Met1 routing:
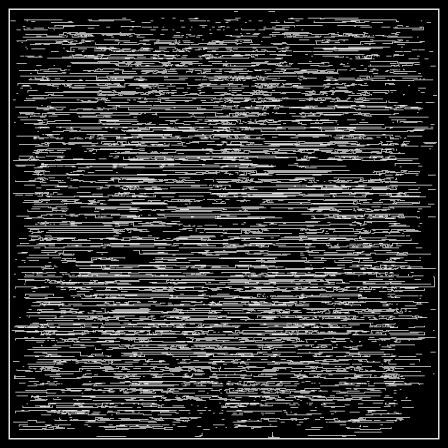
Signal wires on met2:
The bar under the picture is 50 um long. Cells faint in the background.
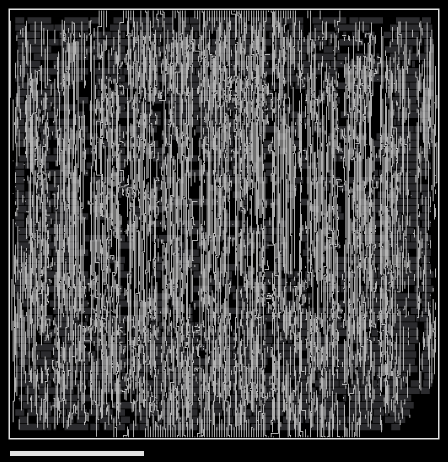
Signal wires on met3:
The bar under the picture is 50 um long.
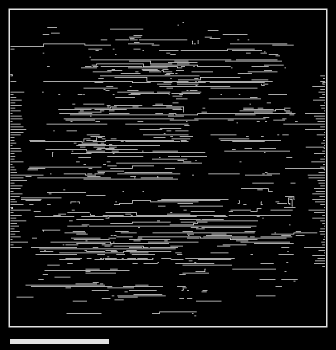
Met4 routing:
Cells faint in the background.
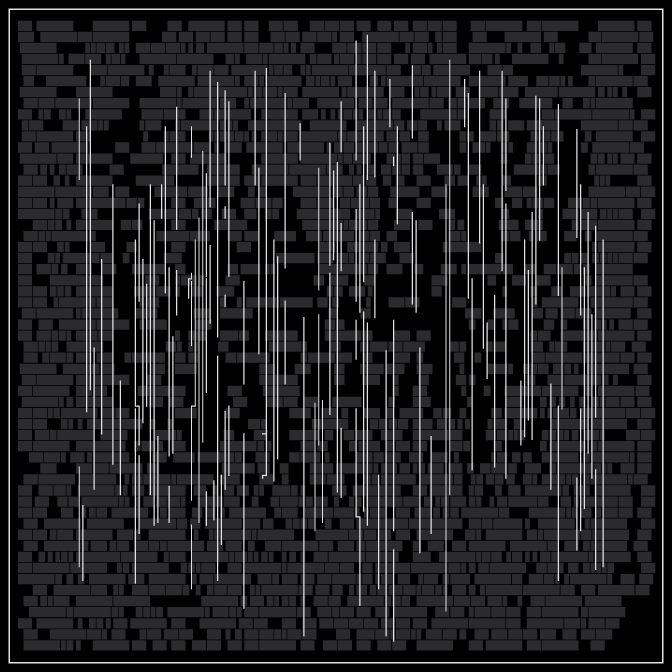
Track usage over the die:
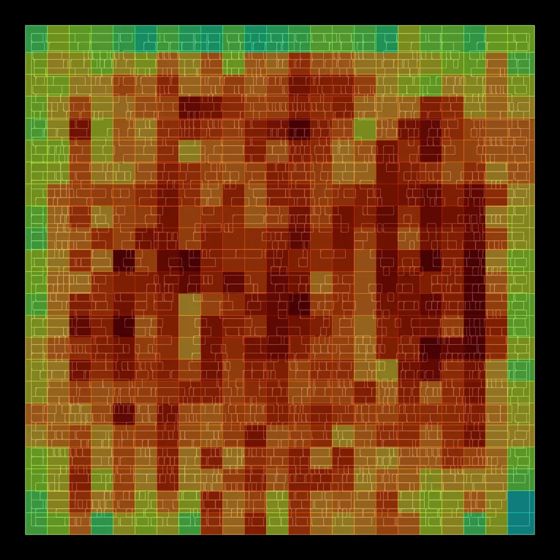
[src/rtl/dmem_lsu_if.sv]
// Core-side request/response handshake of the load/store unit.
//   master : execute stage (drives req_*, resp_ready)
//   slave  : dmem_lsu      (drives req_ready, resp_*)
interface dmem_lsu_if #(
  parameter int unsigned ADDR_W = 8
);
  logic              req_valid;
  logic              req_ready;
  logic              req_we;
  logic [1:0]        req_size;
  logic              req_signed;
  logic [ADDR_W+2:0] req_addr;
  logic [63:0]       req_wdata;
  logic              resp_valid;
  logic              resp_ready;
  logic [63:0]       resp_rdata;
  logic              resp_err;

  modport master (
    output req_valid, req_we, req_size, req_signed, req_addr, req_wdata, resp_ready,
    input  req_ready, resp_valid, resp_rdata, resp_err
  );

  modport slave (
    input  req_valid, req_we, req_size, req_signed, req_addr, req_wdata, resp_ready,
    output req_ready, resp_valid, resp_rdata, resp_err
  );
endinterface

[src/rtl/dmem_lsu.sv]
// Load/store unit: initiator side of a synchronous data-memory port.
//   clk, rst_n : clock, async active-low reset
//   core       : request/response handshake (dmem_lsu_if.slave)
//   mem_we, mem_addr, mem_wdata : memory command (word address)
//   mem_rdata  : registered read data, valid the cycle after the address
module dmem_lsu #(
  parameter int unsigned ADDR_W = 8,
  parameter int unsigned DATA_W = 64
) (
  input  logic              clk,
  input  logic              rst_n,
  dmem_lsu_if.slave         core,
  output logic              mem_we,
  output logic [ADDR_W-1:0] mem_addr,
  output logic [DATA_W-1:0] mem_wdata,
  input  logic [DATA_W-1:0] mem_rdata
);

  typedef enum logic [2:0] {
    IDLE = 3'd0,
    RD   = 3'd1,
    WAIT = 3'd2,
    WR   = 3'd3,
    RESP = 3'd4
  } state_e;

  state_e              state_q, state_d;
  logic                we_q, we_d;
  logic [1:0]          size_q, size_d;
  logic                signed_q, signed_d;
  logic [2:0]          off_q, off_d;
  logic [DATA_W-1:0]   wdata_q, wdata_d;
  logic [ADDR_W-1:0]   mem_addr_q, mem_addr_d;
  logic [DATA_W-1:0]   mem_wdata_q, mem_wdata_d;
  logic [DATA_W-1:0]   resp_rdata_q, resp_rdata_d;
  logic                resp_err_q, resp_err_d;

  logic                misaligned;
  logic [DATA_W-1:0]   rd_shift;
  logic [DATA_W-1:0]   load_data;
  logic [7:0]          size_mask;
  logic [7:0]          lane_mask;
  logic [DATA_W-1:0]   wd_shift;
  logic [DATA_W-1:0]   merged;

  assign core.req_ready  = (state_q == IDLE);
  assign core.resp_valid = (state_q == RESP);
  assign core.resp_rdata = resp_rdata_q;
  assign core.resp_err   = resp_err_q;
  // Decoded from the async-reset state so a reset during WR drops the strobe at once.
  assign mem_we          = (state_q == WR);
  assign mem_addr        = mem_addr_q;
  assign mem_wdata       = mem_wdata_q;

  always_comb begin
    misaligned = 1'b0;
    case (core.req_size)
      2'd1:    misaligned = core.req_addr[0];
      2'd2:    misaligned = |core.req_addr[1:0];
      2'd3:    misaligned = |core.req_addr[2:0];
      default: misaligned = 1'b0;
    endcase
  end

  // Load alignment/extension and store byte-lane merge, both keyed off the latched request.
  always_comb begin
    rd_shift  = mem_rdata >> {off_q, 3'b000};
    load_data = rd_shift;
    size_mask = 8'hFF;
    case (size_q)
      2'd0: begin
        load_data = {{(DATA_W-8){signed_q & rd_shift[7]}}, rd_shift[7:0]};
        size_mask = 8'h01;
      end
      2'd1: begin
        load_data = {{(DATA_W-16){signed_q & rd_shift[15]}}, rd_shift[15:0]};
        size_mask = 8'h03;
      end
      2'd2: begin
        load_data = {{(DATA_W-32){signed_q & rd_shift[31]}}, rd_shift[31:0]};
        size_mask = 8'h0F;
      end
      default: begin
        load_data = rd_shift;
        size_mask = 8'hFF;
      end
    endcase
    lane_mask = size_mask << off_q;
    wd_shift  = wdata_q << {off_q, 3'b000};
    merged    = mem_rdata;
    for (int unsigned i = 0; i < 8; i++) begin
      if (lane_mask[i]) merged[8*i +: 8] = wd_shift[8*i +: 8];
    end
  end

  always_comb begin
    state_d      = state_q;
    we_d         = we_q;
    size_d       = size_q;
    signed_d     = signed_q;
    off_d        = off_q;
    wdata_d      = wdata_q;
    mem_addr_d   = mem_addr_q;
    mem_wdata_d  = mem_wdata_q;
    resp_rdata_d = resp_rdata_q;
    resp_err_d   = resp_err_q;
    case (state_q)
      IDLE: begin
        if (core.req_valid) begin
          we_d         = core.req_we;
          size_d       = core.req_size;
          signed_d     = core.req_signed;
          off_d        = core.req_addr[2:0];
          wdata_d      = core.req_wdata;
          resp_rdata_d = '0;
          resp_err_d   = misaligned;
          if (misaligned) begin
            state_d = RESP;
          end else begin
            mem_addr_d = core.req_addr[ADDR_W+2:3];
            if (core.req_we && core.req_size == 2'd3) begin
              mem_wdata_d = core.req_wdata;
              state_d     = WR;
            end else begin
              state_d = RD;
            end
          end
        end
      end
      RD:   state_d = WAIT;
      WAIT: begin
        if (we_q) begin
          mem_wdata_d = merged;
          state_d     = WR;
        end else begin
          resp_rdata_d = load_data;
          state_d      = RESP;
        end
      end
      WR:   state_d = RESP;
      RESP: if (core.resp_ready) state_d = IDLE;
      default: state_d = IDLE;
    endcase
  end

  always_ff @(posedge clk or negedge rst_n) begin
    if (!rst_n) begin
      state_q      <= IDLE;
      we_q         <= 1'b0;
      size_q       <= '0;
      signed_q     <= 1'b0;
      off_q        <= '0;
      wdata_q      <= '0;
      mem_addr_q   <= '0;
      mem_wdata_q  <= '0;
      resp_rdata_q <= '0;
      resp_err_q   <= 1'b0;
    end else begin
      state_q      <= state_d;
      we_q         <= we_d;
      size_q       <= size_d;
      signed_q     <= signed_d;
      off_q        <= off_d;
      wdata_q      <= wdata_d;
      mem_addr_q   <= mem_addr_d;
      mem_wdata_q  <= mem_wdata_d;
      resp_rdata_q <= resp_rdata_d;
      resp_err_q   <= resp_err_d;
    end
  end

endmodule
[src/flat_wrapper.sv]
// flat-port wrapper written by rule: the top's interface ports become plain ports
module dmem_lsu_flat 
#(
  parameter int unsigned ADDR_W = 8,
  parameter int unsigned DATA_W = 64
)
  (clk, rst_n, mem_we, mem_addr, mem_wdata, mem_rdata, core_req_valid, core_req_we, core_req_size, core_req_signed, core_req_addr, core_req_wdata, core_resp_ready, core_req_ready, core_resp_valid, core_resp_rdata, core_resp_err);
  dmem_lsu_if #(.ADDR_W(ADDR_W)) core_i ();
  input  logic clk;
  input  logic rst_n;
  output logic mem_we;
  output logic [ADDR_W-1:0] mem_addr;
  output logic [DATA_W-1:0] mem_wdata;
  input  logic [DATA_W-1:0] mem_rdata;
  input wire logic [$bits(core_i.req_valid)-1:0] core_req_valid;
  input wire logic [$bits(core_i.req_we)-1:0] core_req_we;
  input wire logic [$bits(core_i.req_size)-1:0] core_req_size;
  input wire logic [$bits(core_i.req_signed)-1:0] core_req_signed;
  input wire logic [$bits(core_i.req_addr)-1:0] core_req_addr;
  input wire logic [$bits(core_i.req_wdata)-1:0] core_req_wdata;
  input wire logic [$bits(core_i.resp_ready)-1:0] core_resp_ready;
  output wire logic [$bits(core_i.req_ready)-1:0] core_req_ready;
  output wire logic [$bits(core_i.resp_valid)-1:0] core_resp_valid;
  output wire logic [$bits(core_i.resp_rdata)-1:0] core_resp_rdata;
  output wire logic [$bits(core_i.resp_err)-1:0] core_resp_err;
  assign core_i.req_valid = core_req_valid;
  assign core_i.req_we = core_req_we;
  assign core_i.req_size = core_req_size;
  assign core_i.req_signed = core_req_signed;
  assign core_i.req_addr = core_req_addr;
  assign core_i.req_wdata = core_req_wdata;
  assign core_i.resp_ready = core_resp_ready;
  assign core_req_ready = core_i.req_ready;
  assign core_resp_valid = core_i.resp_valid;
  assign core_resp_rdata = core_i.resp_rdata;
  assign core_resp_err = core_i.resp_err;
  dmem_lsu #(.ADDR_W(ADDR_W), .DATA_W(DATA_W)) u_core (.clk(clk), .rst_n(rst_n), .core(core_i), .mem_we(mem_we), .mem_addr(mem_addr), .mem_wdata(mem_wdata), .mem_rdata(mem_rdata));
endmodule
[config.mk]
export PLATFORM = sky130hd
export DESIGN_NAME = dmem_lsu_flat
export DESIGN_NICKNAME = d
export VERILOG_FILES = /design/src/rtl/dmem_lsu_if.sv /design/src/rtl/dmem_lsu.sv /design/src/flat_wrapper.sv
export SDC_FILE = /design/constraint.sdc
export NUM_CORES = 1
export LEC_CHECK = 0
export CAP_MARGIN = 0
export CORE_MARGIN = 1.5
export CORE_UTILIZATION = 51
export CTS_BUF_LIST = sky130_fd_sc_hd__clkbuf_16
export DETAILED_ROUTE_END_ITERATION = 16
export GPL_TIMING_DRIVEN = 0
export PLACE_DENSITY = 0.91
export RECOVER_POWER = 50
export SYNTH_ARGS = -nofsm -noshare
export SYNTH_HDL_FRONTEND = slang
export SYNTH_SLANG_ARGS = --single-unit
[constraint.sdc]
create_clock -name clk -period 2.54 [get_ports clk]
set_clock_uncertainty 0.2 [all_clocks]
set_input_delay 0.254 -clock clk [delete_from_list [all_inputs] [get_ports clk]]
set_output_delay 0.254 -clock clk [all_outputs]
set_load 0.02 [all_outputs]
==> reports/metrics.yaml <==
final_layout:
  layout.clock.cell_area_share: 0.0374
  inverters_excl_clock: 6
  comb.multi_input.count: 943
  num_antenna_cells: 0
  layout.cells.most_common_list: "clkdlybuf4s50_1 (224), dfrtp_1 (211), nand2_1 (175), mux2_2 (118), o21ai_0 (88)"
  final_cell_count_no_fill: 1932
  nNetsFinal: 1741
  multi_input_comb_area_sq_um: 7210
  non_clock_buffer_area_share: 0.216
  layout.cells.most_common: "clkdlybuf4s50_1"
  combinational_share_of_cell_area: 0.417
  synthToLayoutAreaGrowth_pct: 37.2
  final.fill_count: 1711
  finish.instance_area_sq_um: 17300
logic_synthesis:
  yosys_warnings: 0
  synth.yosys.chip_area_sq_um: 12600
  number_of_enable_type_register_cells_in_the_synthesized_netlist: 0
  postSynthAreaPerCell_sq_um: 9.93
  synth_nets: 1417
  netlist.area_leader.share: 0.419
  synth_area_leader_cell: "dfrtp_1"
floorplan:
  boundaryPins: 287
  placement_rows: 57
  well_tap_count: 324
power:
  seq_power_share: 0.253
  share_comb_of_total_power: 0.626
  power.total_mw: 25.0
  intPower_mw: 12.9
  pg_seq_mw: 6.33
  net-switching-power_mw: 12.1
  irDropWorstVdd_uv: 915
  ratio_of_total_power_to_cell_area_nw_per_um2: 1440
  clockNetworkPower_mw: 3.00
min_path:
  timing.hold.worst.start: "core_resp_ready"
  number_of_instances_on_the_worst_hold_path: 2
sta:
  final-setup-viol-count: 0
  final_min_period_over_clock_period: 0.994
  relSlewSlack: 0.117
  post-route-min-period_ns: 2.53
  peak_clock_frequency_supported_by_timing_ghz: 0.396
  hold_viol: 0
  whs_ns: 0.117
place:
  dp_slack_ns: -0.661
  numPortBuffers: 286
  dpl.hpwl_um: 45300
  detailed_place.area_sq_um: 15900
routing:
  wl_per_cell_um: 30.4
  initialDrtViolationCount: 1710
  detailroute.via_count: 13006
  route.top_layer_used: "met4"
  routed_wirelength_um: 58600
  drt.antenna.violating_nets: 0
worst_setup_path:
  r2r_end: "u_core.core.resp_rdata[18]"
  largest_incremental_delay_on_the_critical_path_ns: 0.44
  crit_required_ns: 2.74
  timing.critical_path.to_type: "flip-flop"
  worst_path_fanout_max: 10
  worst-endpoint-arrival_ns: 2.72
  startpoint_of_the_most_critical_register_to_register_path: "u_core.off_q[0]"
  path_buffers: 4
  startpoint: "u_core.off_q[0]"
clocking:
  htreeDepth: 1
  post_cts_resize_count: 97
  cts_buf_count: 22
  cts_tree: "done"
  cts.repair_timing.setup_buffer_count: 7
  number_of_buffers_inserted_for_hold_repair_after_clock_tree_synthesis: 1
  clkSlewWorstSetupHoldPaths_ns: 0.06
global_route:
  grt_overflow_total: 0
  antenna_found_initial: 0
  grt_first_pass_wirelength_um: 85300
  vias_in_the_first_global_route: 12941
  largest_net_degree_at_the_start_of_global_routing: 118
outcome:
  run_status: "finished clean"
About 'met1 routing':
main direction: horizontal
wire length on this layer: 21.3 mm
nets with wire on the layer: 1598
share of all routed wire: 36%
longest straight run: 63.0 um

About 'signal wires on met2':
longest straight run: 97.2 um
share of all routed wire: 46%
nets with wire on the layer: 1591
wire length on this layer: 27.0 mm

About 'signal wires on met3':
wire length on this layer: 5790 um
main direction: horizontal
nets with wire on the layer: 433
longest straight run: 84.6 um

About 'met4 routing':
longest straight run: 107 um
share of all routed wire: 7.7%
nets with wire on the layer: 101
main direction: vertical

About 'track usage over the die':
met1 Usage GRT: 0.550
global-route usage over all layers: 0.453
global routing met2 resource utilization: 0.731
final standard cell utilization of the core: 0.712

## worst register-to-register path, stage by stage (launching register included)
cell,delay (ns)
dfrtp_1,0.44
buf_6,0.20
buf_6,0.21
buf_4,0.23
buf_4,0.27
mux2_2,0.38
a21oi_1,0.34
o211ai_1,0.12
## synthesized netlist by cell type, types with 8 or more instances
master / count
and2_1: 12
buf_2: 27
mux2i_1: 86
a211oi_1: 38
o21ai_0: 93
mux4_2: 27
buf_4: 12
o21bai_1: 9
mux2_2: 118
nand2b_1: 11
nand2_1: 176
clkbuf_1: 61
o31ai_1: 8
a22oi_1: 20
nor2_1: 73
a21oi_1: 67
a22o_1: 15
nor3_1: 12
a221oi_1: 9
o211ai_1: 40
a211o_1: 8
a2bb2oi_1: 8
a31oi_1: 34
nor2b_1: 21
dfrtp_1: 211
Power is estimated from default activity; no workload was simulated.
